**The metal 3 layer**

Scale bar: 20 µm.
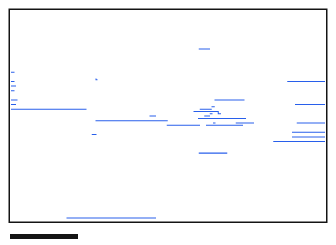
**Layout detail**

Region (26, 0) to (66, 40) µm. Cells in gray, sequential cells in the stronger gray; small squares are vias.
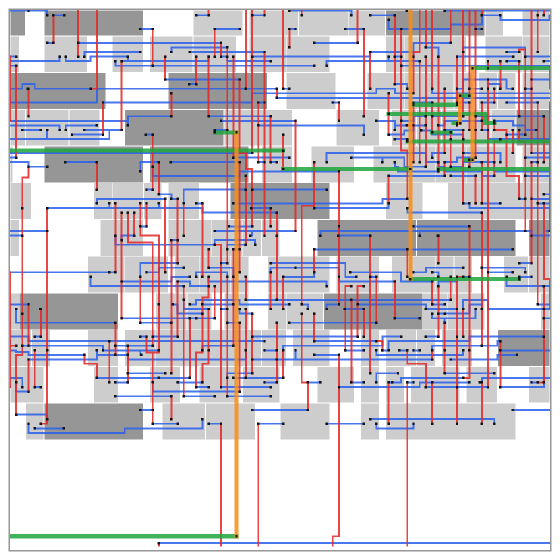
File: src/rtl/tsn_sched_pkg.sv
// Shared scheduler definitions for the TSN egress port schedulers.
//   DEF_PORT_FIFO_PRI_NUM : default number of priority FIFOs (vectors are +1 wide)
//   qvec_t                : per-queue vector, bit index = priority
//   sched_state_t         : arbiter FSM state, also exported for debug
package tsn_sched_pkg;

    localparam int DEF_PORT_FIFO_PRI_NUM = 8;
    localparam int QVEC_W                = DEF_PORT_FIFO_PRI_NUM + 1;

    typedef logic [QVEC_W-1:0] qvec_t;

    typedef enum logic [1:0] {
        ST_IDLE  = 2'd0,
        ST_OFFER = 2'd1,
        ST_TX    = 2'd2
    } sched_state_t;

endpackage

File: src/rtl/tsn_sp_sched_arb_if.sv
// Bundle between the strict-priority arbiter and its surroundings.
//   slave  : the arbiter (consumes queue/shaper/gate/beat inputs, drives grant)
//   master : the environment (shaper manager, fetch logic, egress beat tap)
//
// Grant handshake: o_scheduing_rst_vld is raised with o_scheduing_rst and both
// hold stable until the cycle in which i_sched_rdy is also 1; that cycle is the
// transfer. Validity is never withdrawn before the transfer, and i_sched_rdy is
// ignored whenever o_scheduing_rst_vld is low.
interface tsn_sp_sched_arb_if
    import tsn_sched_pkg::*;
#(
    parameter int PORT_FIFO_PRI_NUM = DEF_PORT_FIFO_PRI_NUM
);
    localparam int W = PORT_FIFO_PRI_NUM + 1;

    logic [W-1:0] i_fifoc_empty;
    logic [W-1:0] i_queque;
    logic         i_queque_vld;
    logic [W-1:0] i_gate_open;
    logic         i_sched_rdy;
    logic         i_pmac_tx_axis_valid;
    logic         i_pmac_tx_axis_last;
    logic [W-1:0] o_scheduing_rst;
    logic         o_scheduing_rst_vld;
    logic         o_busy;
    logic         o_stall_err;
    sched_state_t o_dbg_state;

    modport slave (
        input  i_fifoc_empty, i_queque, i_queque_vld, i_gate_open, i_sched_rdy,
        input  i_pmac_tx_axis_valid, i_pmac_tx_axis_last,
        output o_scheduing_rst, o_scheduing_rst_vld, o_busy, o_stall_err, o_dbg_state
    );

    modport master (
        output i_fifoc_empty, i_queque, i_queque_vld, i_gate_open, i_sched_rdy,
        output i_pmac_tx_axis_valid, i_pmac_tx_axis_last,
        input  o_scheduing_rst, o_scheduing_rst_vld, o_busy, o_stall_err, o_dbg_state
    );

endinterface

File: src/rtl/tsn_pri_onehot_enc.sv
// Combinational highest-set-bit to one-hot encoder.
//   req    : request vector, higher index = higher priority
//   onehot : one-hot of the highest set bit of req, all zeros if req is zero
module tsn_pri_onehot_enc #(
    parameter int W = 9
) (
    input  logic [W-1:0] req,
    output logic [W-1:0] onehot
);

    // Ascending scan: a later (higher) set bit overrides any earlier pick.
    always_comb begin
        onehot = '0;
        for (int i = 0; i < W; i++) begin
            if (req[i]) begin
                onehot    = '0;
                onehot[i] = 1'b1;
            end
        end
    end

endmodule

File: src/rtl/tsn_sp_sched_arb.sv
// Strict-priority transmit scheduler for one TSN egress port.
// Grants the highest eligible queue (non-empty, shaper credit ok, gate open),
// holds the grant through the frame and releases it on the last beat or when
// no beat has been seen for STALL_TIMEOUT_CYC cycles.
//   i_clk, i_rst : port clock, synchronous active-high reset
//   bus (slave)  : queue/shaper/gate inputs, grant handshake, egress beat tap,
//                  busy/stall status and FSM state for debug
module tsn_sp_sched_arb
    import tsn_sched_pkg::*;
#(
    parameter int PORT_FIFO_PRI_NUM = DEF_PORT_FIFO_PRI_NUM,
    parameter int STALL_TIMEOUT_CYC = 4096
) (
    input  logic                i_clk,
    input  logic                i_rst,
    tsn_sp_sched_arb_if.slave   bus
);

    localparam int W  = PORT_FIFO_PRI_NUM + 1;
    localparam int CW = $clog2(STALL_TIMEOUT_CYC + 1);
    localparam logic [CW-1:0] CNT_LAST = CW'(STALL_TIMEOUT_CYC - 1);
    localparam logic [CW-1:0] CNT_MAX  = '1;

    logic [W-1:0]  shaper_mask;
    logic [W-1:0]  eligible;
    logic [W-1:0]  top_onehot;
    logic [W-1:0]  grant_q;
    logic          grant_vld_q;
    logic          busy_q;
    logic          stall_err_q;
    logic [CW-1:0] stall_cnt;
    sched_state_t  state;

    // The mask is loaded in every state; the IDLE decision reads the
    // registered copy, so a strobe only affects the following cycle.
    always_ff @(posedge i_clk) begin
        if (i_rst) begin
            shaper_mask <= '1;
        end else if (bus.i_queque_vld) begin
            shaper_mask <= bus.i_queque;
        end
    end

    assign eligible = ~bus.i_fifoc_empty & shaper_mask & bus.i_gate_open;

    tsn_pri_onehot_enc #(.W(W)) u_enc (
        .req    (eligible),
        .onehot (top_onehot)
    );

    always_ff @(posedge i_clk) begin
        if (i_rst) begin
            state       <= ST_IDLE;
            grant_q     <= '0;
            grant_vld_q <= 1'b0;
            busy_q      <= 1'b0;
            stall_err_q <= 1'b0;
            stall_cnt   <= '0;
        end else begin
            stall_err_q <= 1'b0;
            case (state)
                ST_IDLE: begin
                    stall_cnt <= '0;
                    if (eligible != '0) begin
                        grant_q     <= top_onehot;
                        grant_vld_q <= 1'b1;
                        state       <= ST_OFFER;
                    end
                end
                // Offer is sticky: queue state changes here do not retract it.
                ST_OFFER: begin
                    if (bus.i_sched_rdy) begin
                        grant_vld_q <= 1'b0;
                        busy_q      <= 1'b1;
                        stall_cnt   <= '0;
                        state       <= ST_TX;
                    end
                end
                ST_TX: begin
                    if (bus.i_pmac_tx_axis_valid) begin
                        // A last beat wins over a coincident timeout.
                        stall_cnt <= '0;
                        if (bus.i_pmac_tx_axis_last) begin
                            grant_q <= '0;
                            busy_q  <= 1'b0;
                            state   <= ST_IDLE;
                        end
                    end else if (stall_cnt == CNT_LAST) begin
                        stall_err_q <= 1'b1;
                        grant_q     <= '0;
                        busy_q      <= 1'b0;
                        state       <= ST_IDLE;
                    end else if (stall_cnt != CNT_MAX) begin
                        stall_cnt <= stall_cnt + 1'b1;
                    end
                end
                default: begin
                    state       <= ST_IDLE;
                    grant_q     <= '0;
                    grant_vld_q <= 1'b0;
                    busy_q      <= 1'b0;
                end
            endcase
        end
    end

    assign bus.o_scheduing_rst     = grant_q;
    assign bus.o_scheduing_rst_vld = grant_vld_q;
    assign bus.o_busy              = busy_q;
    assign bus.o_stall_err         = stall_err_q;
    assign bus.o_dbg_state         = state;

endmodule

File: src/flat_wrapper.sv
// flat-port wrapper written by rule: the top's interface ports become plain ports
module tsn_sp_sched_arb_flat import tsn_sched_pkg::*;
#(
    parameter int PORT_FIFO_PRI_NUM = DEF_PORT_FIFO_PRI_NUM,
    parameter int STALL_TIMEOUT_CYC = 4096
)
  (i_clk, i_rst, bus_i_fifoc_empty, bus_i_queque, bus_i_queque_vld, bus_i_gate_open, bus_i_sched_rdy, bus_i_pmac_tx_axis_valid, bus_i_pmac_tx_axis_last, bus_o_scheduing_rst, bus_o_scheduing_rst_vld, bus_o_busy, bus_o_stall_err, bus_o_dbg_state);
  tsn_sp_sched_arb_if #(.PORT_FIFO_PRI_NUM(PORT_FIFO_PRI_NUM)) bus_i ();
  input  logic i_clk;
  input  logic i_rst;
  input wire logic [$bits(bus_i.i_fifoc_empty)-1:0] bus_i_fifoc_empty;
  input wire logic [$bits(bus_i.i_queque)-1:0] bus_i_queque;
  input wire logic [$bits(bus_i.i_queque_vld)-1:0] bus_i_queque_vld;
  input wire logic [$bits(bus_i.i_gate_open)-1:0] bus_i_gate_open;
  input wire logic [$bits(bus_i.i_sched_rdy)-1:0] bus_i_sched_rdy;
  input wire logic [$bits(bus_i.i_pmac_tx_axis_valid)-1:0] bus_i_pmac_tx_axis_valid;
  input wire logic [$bits(bus_i.i_pmac_tx_axis_last)-1:0] bus_i_pmac_tx_axis_last;
  output wire logic [$bits(bus_i.o_scheduing_rst)-1:0] bus_o_scheduing_rst;
  output wire logic [$bits(bus_i.o_scheduing_rst_vld)-1:0] bus_o_scheduing_rst_vld;
  output wire logic [$bits(bus_i.o_busy)-1:0] bus_o_busy;
  output wire logic [$bits(bus_i.o_stall_err)-1:0] bus_o_stall_err;
  output wire logic [$bits(bus_i.o_dbg_state)-1:0] bus_o_dbg_state;
  assign bus_i.i_fifoc_empty = bus_i_fifoc_empty;
  assign bus_i.i_queque = bus_i_queque;
  assign bus_i.i_queque_vld = bus_i_queque_vld;
  assign bus_i.i_gate_open = bus_i_gate_open;
  assign bus_i.i_sched_rdy = bus_i_sched_rdy;
  assign bus_i.i_pmac_tx_axis_valid = bus_i_pmac_tx_axis_valid;
  assign bus_i.i_pmac_tx_axis_last = bus_i_pmac_tx_axis_last;
  assign bus_o_scheduing_rst = bus_i.o_scheduing_rst;
  assign bus_o_scheduing_rst_vld = bus_i.o_scheduing_rst_vld;
  assign bus_o_busy = bus_i.o_busy;
  assign bus_o_stall_err = bus_i.o_stall_err;
  assign bus_o_dbg_state = bus_i.o_dbg_state;
  tsn_sp_sched_arb #(.PORT_FIFO_PRI_NUM(PORT_FIFO_PRI_NUM), .STALL_TIMEOUT_CYC(STALL_TIMEOUT_CYC)) u_core (.i_clk(i_clk), .i_rst(i_rst), .bus(bus_i));
endmodule
File: config.mk
export PLATFORM = sky130hd
export DESIGN_NAME = tsn_sp_sched_arb_flat
export DESIGN_NICKNAME = d
export VERILOG_FILES = /design/src/rtl/tsn_sched_pkg.sv /design/src/rtl/tsn_sp_sched_arb_if.sv /design/src/rtl/tsn_pri_onehot_enc.sv /design/src/rtl/tsn_sp_sched_arb.sv /design/src/flat_wrapper.sv
export SDC_FILE = /design/constraint.sdc
export NUM_CORES = 1
export LEC_CHECK = 0
export CORE_ASPECT_RATIO = 0.6
export CORE_MARGIN = 8
export CORE_UTILIZATION = 47
export DETAILED_ROUTE_END_ITERATION = 8
export PLACE_DENSITY = 0.82
export SLEW_MARGIN = 0
export SYNTH_ARGS = -nofsm -noshare
export SYNTH_HDL_FRONTEND = slang
export SYNTH_SLANG_ARGS = --single-unit
File: constraint.sdc
create_clock -name i_clk -period 2.2 [get_ports i_clk]
set_input_delay 0.44 -clock i_clk [delete_from_list [all_inputs] [get_ports i_clk]]
set_output_delay 0.44 -clock i_clk [all_outputs]
set_load 0.05 [all_outputs]
==> Slide: Implementation Results <==
Synthesis and Place & Route Summary

Synth
  – Cell taking the most area after synthesis: dfxtp_1
  – Yosys adder share: 0.7508%
  – Post-Syn Instances: 172
  – Simple share: 26.65%
  – Post-synth EDFFs: 0
  – XOR Share, Synth: 5.781%
  – Largest cells by area: dfxtp_1, xor2_1, a211o_1
  – Most frequent cell after synthesis: dfxtp_1
  – Dominant cell area share: 43.24%
  – Ys flops: 36
  – Comb area leader: simple AND/OR/NAND/NOR gates
  – Seq/Total Area, Yosys: 43.24%
  – Area figure in the yosys stat output: 1667 µm²
  – Mux frac, synth: 0%
  – Syn nets: 206
  – Top_reg_cell synth: dfxtp_1

GRT
  – Global-route wire length before repair: 7210 µm
  – Met3 usage: 4.077%
  – Pin count of the biggest net entering global routing: 19
  – Number of global-route vias before repair: 1,464
  – GRT Overall Usage: 15.84%
  – Met2 Usage GRT: 24.96%
  – Busiest grt layer: met2
  – Initial antenna violation count: 0

Outcome
  – Run status: finished clean

Place
  – Area post-placement: 2217 µm²
  – Placer Congestion: 0.8426
  – Placed Cells: 266
  – Post-DP HPWL: 3495 µm

Power and ir drop
  – Pwr dens: 654.7 nW/µm²
  – Pwr top: sequential cells
  – Sw Share: 27.89%
  – Seq power: 0.707 mW
  – Int Pwr: 1.090 mW
  – Total leakage power: 0.9068 nW
  – Combinational share of power: 21.4%
  – Comb pwr: 0.324 mW
  – Peak supply drop: 380.8 µV

Worst setup path
  – Reg2Reg Setup Slack: 280 ps
  – Type of element capturing the critical path: flop
  – Crit path from: bus_i_fifoc_empty[3]
  – Crit Path Max Fanout: 8
  – Reg2reg end: u_core.bus.o_scheduing_rst[3]
  – Worst r2r src: u_core.stall_cnt[0]
  – WS Path Type: in -> reg
  – Critical path arrival: 2230 ps

STA
  – Period minus WS final: 1996 ps
  – Rel. slew slack: 59.79%
  – Setup TNS: 0 ps
  – Final period utilization: 90.75%
  – Clock Skew: 5.522 ps
  – Peak Freq: 0.5009 GHz
  – Setup violations, final: 0
  – Measured slew at the worst slew-check pin: 601.2 ps

Min path
  – Hold Path End: u_core.bus.o_scheduing_rst[1]
  – Hold WC Path Type: reg -> reg
  – Hold Crit Depth: 1

Final layout
  – Area growth, synth to finish: 38.59%
  – Register area: 720.7 µm²
  – Largest class: multi-input combinational cells
  – Invs w/o clock: 6
  – # clk buffers: 8
  – Logic area: 892.1 µm²
  – Non-clock buffer count: 55
  – Sequential portion of the cell area: 31.20%
  – Most flop-heavy register: u_core.stall_cnt
  – Fin cells: 274
  – Clock-cell share: 3.900%
  – Registers: 36
  – Max reg flops: 13
  – Ant. Diodes: 0

Floorplanning
  – Die area: 5770 µm²
  – Die H: 62.13 µm
  – Fp_density: 50.15%

Drt
  – DRT antenna net count: 0
  – Via/cell ratio: 5.453
  – # DRC: 0
  – Metal3 WL: 211 µm
  – 1st-iter DRT viols: 91
  – WL met1: 2136 µm
  – Highest metal layer with signal wires: met4

Flow run
  – Tool warning count: 26

Clock tree
  – CTS tree: built
  – Setup Fix Bufs, Post-CTS: 0
  – H-Tree Depth: 2
  – Post-CTS sizing: 0
  – Quantity of hold-fixing buffers added after cts: 0
  – Clock latency on the worst-skew pair: 290 ps
  – Clock transition at the registers of the reported paths: 70 ps
-- 'the metal 3 layer' (at the start) --
wire length on this layer = 212 µm
nets with wire on the layer = 23

-- 'layout detail' (at the start) --
blue -> met1
orange -> met4
red -> met2
green -> met3
netlist names of flops here include = `u_core.stall_cnt` (9), `u_core.shaper_mask` (3)
cells with their middle in the window = 109
sequential cells in the window = 14
most frequent = dfxtp_1 (14), nor2_1 (12), buf_4 (8)

==> layout by cell type, fill, tap and decap left out, types with 3 or more instances in the layout <==
| master | n |
|---|---|
| xor2_1 | 10 |
| nor2b_1 | 11 |
| a211o_1 | 9 |
| inv_1 | 6 |
| dfxtp_1 | 36 |
| and3b_1 | 8 |
| a21oi_1 | 4 |
| nor2_1 | 19 |
| nand2_1 | 8 |
| clkbuf_8 | 6 |
| a32o_1 | 4 |
| o211ai_1 | 3 |
| nand4_1 | 3 |
| buf_4 | 10 |
| clkdlybuf4s50_1 | 44 |
| nand3_1 | 3 |
| nand2b_1 | 3 |
| and3_1 | 4 |
==> worst max-delay path, stage by stage <==
cell and delay [ps]:
clkdlybuf4s50_1 480, and3b_1 210, nor4_1 330, buf_4 180, nand3_2 110, a31oi_4 280
a22o_1 190
Power figures rest on the tool's default switching activity, not on a simulated workload.
